==> src/rtl/implies_sched_pkg.sv <==
// Shared types and constants for the implication-unit scheduler.
// The SWEEP state is only reachable when IMPLIES_SELFTEST_EN is defined.
package implies_sched_pkg;

    typedef enum logic [1:0] {
        IDLE  = 2'd0,
        EXEC  = 2'd1,
        RESP  = 2'd2,
        SWEEP = 2'd3
    } sched_state_t;

    localparam logic CLIENT0 = 1'b0;
    localparam logic CLIENT1 = 1'b1;

    // Pointing at client 1 after reset hands the first tie to client 0.
    localparam logic LAST_GRANT_RST = CLIENT1;

endpackage

==> src/rtl/implies_unit.sv <==
// Combinational bitwise implication y = ~a | b; the only place the operation is computed.
module implies_unit #(
    parameter int WIDTH = 4
) (
    input  logic [WIDTH-1:0] a,
    input  logic [WIDTH-1:0] b,
    output logic [WIDTH-1:0] y
);

    assign y = ~a | b;

endmodule

==> src/rtl/implies_op_scheduler.sv <==
// Two-client round-robin scheduler sharing one implies_unit over valid/ready channels.
// Optional self-test sweep compiled in with IMPLIES_SELFTEST_EN.
module implies_op_scheduler
    import implies_sched_pkg::*;
#(
    parameter int WIDTH = 4
) (
    input  logic             clk,
    input  logic             rst,
    input  logic             req0_valid,
    output logic             req0_ready,
    input  logic [WIDTH-1:0] req0_a,
    input  logic [WIDTH-1:0] req0_b,
    input  logic             req1_valid,
    output logic             req1_ready,
    input  logic [WIDTH-1:0] req1_a,
    input  logic [WIDTH-1:0] req1_b,
    output logic             rsp_valid,
    input  logic             rsp_ready,
    output logic             rsp_id,
    output logic [WIDTH-1:0] rsp_y,
    output logic             busy
`ifdef IMPLIES_SELFTEST_EN
    ,
    input  logic             st_start,
    output logic             st_done,
    output logic             st_pass
`endif
);

    sched_state_t     state;
    logic             last_grant;
    logic             grant0;
    logic             grant1;
    logic             accept0;
    logic             accept1;
    logic             st_block;
    logic [WIDTH-1:0] a_p0;
    logic [WIDTH-1:0] b_p0;
    logic             id_p0;
    logic [WIDTH-1:0] unit_a;
    logic [WIDTH-1:0] unit_b;
    logic [WIDTH-1:0] unit_y;

    // On a tie the client that was not served last wins.
    always_comb begin
        grant0 = 1'b0;
        grant1 = 1'b0;
        if (req0_valid && req1_valid) begin
            grant0 = (last_grant == CLIENT1);
            grant1 = (last_grant == CLIENT0);
        end else begin
            grant0 = req0_valid;
            grant1 = req1_valid;
        end
    end

`ifdef IMPLIES_SELFTEST_EN
    logic [2*WIDTH-1:0] st_cnt;
    logic               st_err;
    logic               st_mismatch;

    function automatic logic [WIDTH-1:0] ref_implies(input logic [WIDTH-1:0] a,
                                                     input logic [WIDTH-1:0] b);
        logic [WIDTH-1:0] r;
        for (int i = 0; i < WIDTH; i++) begin
            r[i] = (a[i] == 1'b0) || (b[i] == 1'b1);
        end
        return r;
    endfunction

    // A starting sweep takes precedence over any request seen in the same cycle.
    assign st_block    = st_start;
    assign unit_a      = (state == SWEEP) ? st_cnt[2*WIDTH-1:WIDTH] : a_p0;
    assign unit_b      = (state == SWEEP) ? st_cnt[WIDTH-1:0] : b_p0;
    assign st_mismatch = (unit_y != ref_implies(unit_a, unit_b));
`else
    assign st_block = 1'b0;
    assign unit_a   = a_p0;
    assign unit_b   = b_p0;
`endif

    assign req0_ready = (state == IDLE) && grant0 && !st_block;
    assign req1_ready = (state == IDLE) && grant1 && !st_block;
    assign accept0    = req0_valid && req0_ready;
    assign accept1    = req1_valid && req1_ready;

    implies_unit #(
        .WIDTH(WIDTH)
    ) u_implies_unit (
        .a(unit_a),
        .b(unit_b),
        .y(unit_y)
    );

    // Stage p0: operand capture on the accept edge.
    always_ff @(posedge clk) begin
        if (accept0) begin
            a_p0  <= req0_a;
            b_p0  <= req0_b;
            id_p0 <= CLIENT0;
        end else if (accept1) begin
            a_p0  <= req1_a;
            b_p0  <= req1_b;
            id_p0 <= CLIENT1;
        end
    end

    always_ff @(posedge clk) begin
        if (rst) begin
            state      <= IDLE;
            last_grant <= LAST_GRANT_RST;
            rsp_valid  <= 1'b0;
            rsp_y      <= '0;
            rsp_id     <= CLIENT0;
            busy       <= 1'b0;
`ifdef IMPLIES_SELFTEST_EN
            st_cnt     <= '0;
            st_err     <= 1'b0;
            st_done    <= 1'b0;
            st_pass    <= 1'b0;
`endif
        end else begin
`ifdef IMPLIES_SELFTEST_EN
            st_done <= 1'b0;
`endif
            case (state)
                IDLE: begin
`ifdef IMPLIES_SELFTEST_EN
                    if (st_start) begin
                        state   <= SWEEP;
                        busy    <= 1'b1;
                        st_cnt  <= '0;
                        st_err  <= 1'b0;
                        st_pass <= 1'b0;
                    end else
`endif
                    if (accept0 || accept1) begin
                        last_grant <= accept0 ? CLIENT0 : CLIENT1;
                        state      <= EXEC;
                        busy       <= 1'b1;
                    end
                end
                // Stage p1: result registered into the response holding register.
                EXEC: begin
                    rsp_y     <= unit_y;
                    rsp_id    <= id_p0;
                    rsp_valid <= 1'b1;
                    state     <= RESP;
                end
                RESP: begin
                    if (rsp_ready) begin
                        rsp_valid <= 1'b0;
                        busy      <= 1'b0;
                        state     <= IDLE;
                    end
                end
`ifdef IMPLIES_SELFTEST_EN
                SWEEP: begin
                    st_err <= st_err | st_mismatch;
                    if (st_cnt == '1) begin
                        st_done <= 1'b1;
                        st_pass <= !(st_err || st_mismatch);
                        busy    <= 1'b0;
                        state   <= IDLE;
                    end else begin
                        st_cnt <= st_cnt + 1'b1;
                    end
                end
`endif
                default: begin
                    state <= IDLE;
                    busy  <= 1'b0;
                end
            endcase
        end
    end

endmodule

==> config.mk <==
export PLATFORM = sky130hd
export DESIGN_NAME = implies_op_scheduler
export DESIGN_NICKNAME = d
export VERILOG_FILES = /design/src/rtl/implies_sched_pkg.sv /design/src/rtl/implies_unit.sv /design/src/rtl/implies_op_scheduler.sv
export SDC_FILE = /design/constraint.sdc
export NUM_CORES = 1
export LEC_CHECK = 0
export ABC_AREA = 0
export CORE_AREA = 5 5 42 44
export DETAILED_ROUTE_END_ITERATION = 7
export DIE_AREA = 0 0 47 49
export DONT_BUFFER_PORTS = 1
export GPL_ROUTABILITY_DRIVEN = 1
export PLACE_DENSITY = 0.75
export SETUP_SLACK_MARGIN = 0.1
export SKIP_LAST_GASP = 1
export SYNTH_ARGS = -nofsm -noshare
export SYNTH_HDL_FRONTEND = slang
export SYNTH_HIERARCHICAL = 1
export SYNTH_SLANG_ARGS = --single-unit
==> constraint.sdc <==
create_clock -name clk -period 1.95 [get_ports clk]
set_input_delay 0.195 -clock clk [delete_from_list [all_inputs] [get_ports clk]]
set_output_delay 0.195 -clock clk [all_outputs]
set_load 0.02 [all_outputs]
==> run summary <==
yosys + openroad results -> met3 routed WL=91 µm, Top area cell types=edfxtp_1 30%, dfxtp_1 28%, mux2_2 11%, Top pwr grp=sequential cells, tool warnings=26, Num Clock Sinks=19, RSZ-0062 raised after global routing=no, reg2reg start=state[1], clock buffer count=4, top flop regs=a_p0 x4, b_p0 x4, rsp_y x4, Clock Power Share=0.240, top cells by count=11 x dfxtp_1, 9 x nor2_1, 8 x edfxtp_1, 8 x mux2_2, HP Start=req0_b[1], flip-flops with a built-in enable=8, mux share=0.1778, grt ovf=0, synth warn=6, crit path max fanout=10, Buf+Inv Stages, Crit Path=1, P_sw=218.0 µW, instance area at placement=793.3 µm², first-pass GRT wire length=2070 µm, core region area=0.001401 mm², max_cap viols=0, post-synthesis cell count from yosys=65, CP max stage delay=360 ps, Worst R2R Setup Slack=650 ps, CTS max path bufs=2, Simple Share, Synth=0.1429, inverter count=3, ClkCell Share=0.03167, Switching Share=0.2651, fp util=0.5625, number of non-clock buffers in the layout=1, Area growth syn-to-layout=5.238%, internal power=604.1 µW, Logic Gate Count=41, Root Driver=clkbuf_4, worst setup path endpoint=req0_ready, Final Max Slew Viols=0, count of input and output buffers=0, largest class=sequential cells, Worst setup EP type=output port, reg2reg end=b_p0[0], Comb power frac=0.140, slew margin rel.=0.7540, Final Hold Fails=0, vias per cell=5.524, crit path launch type=flop, chip width=47 µm, outcome=completed, Seq power=510 µW, setup slack after layout=543.3 ps, Dominant flop cell=dfxtp_1, Top logic family=multiplexers, hold_ws=111.2 ps, flop count=19, 1st-iter DRT viols=2, H-Tree Depth=1, Finished Cell Area=829.5 µm², synth unique cells=20, pre-CTS setup slack=634.4 ps, P_leak=0.0003184 µW, M2 GR Usage=0.1855, cts repair resizes=0, busiest metal layer after global routing=met2, share of layout cells above drive strength 1=0.2206, Top cells excl fill/tap=11 x dfxtp_1, 9 x nor2_1, 8 x mux2_2, 8 x edfxtp_1, met2 wire len=632 µm, nets=90, AND-OR/OR-AND Cells, Area Fraction=0.06190, Num CTS Buffers=3, I/O pin cnt=30, Hold Path Class=primary input to flop, Core Rows=14, Via Count=464
Figure 1. Wires at chosen ports, followed through buffers.
Drawn at 8 px/µm.
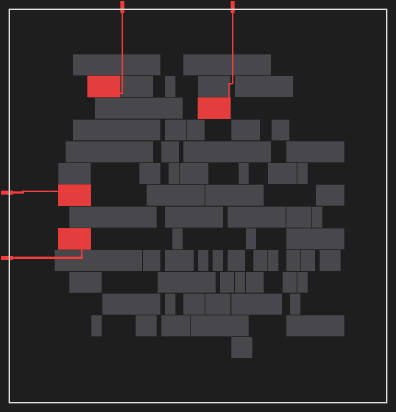
legend:
  red:
    port: req1_b
    bits: 4
    direction: input
    end_cells: 4
    buffers: 0
    wire: 43.9 µm

Figure 2. Sequential cells grouped by signal name.
Drawn at 6 px/µm.
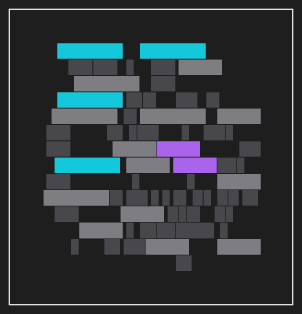
legend:
  purple:
    netlist_name: state
    flops: 2
  cyan:
    netlist_name: a_p0
    flops: 4
final core utilization: 0.5920
Seq area share: 0.5551
FF/Latch Area: 460.4 µm²

Power figures rest on the tool's default switching activity, not on a simulated workload.
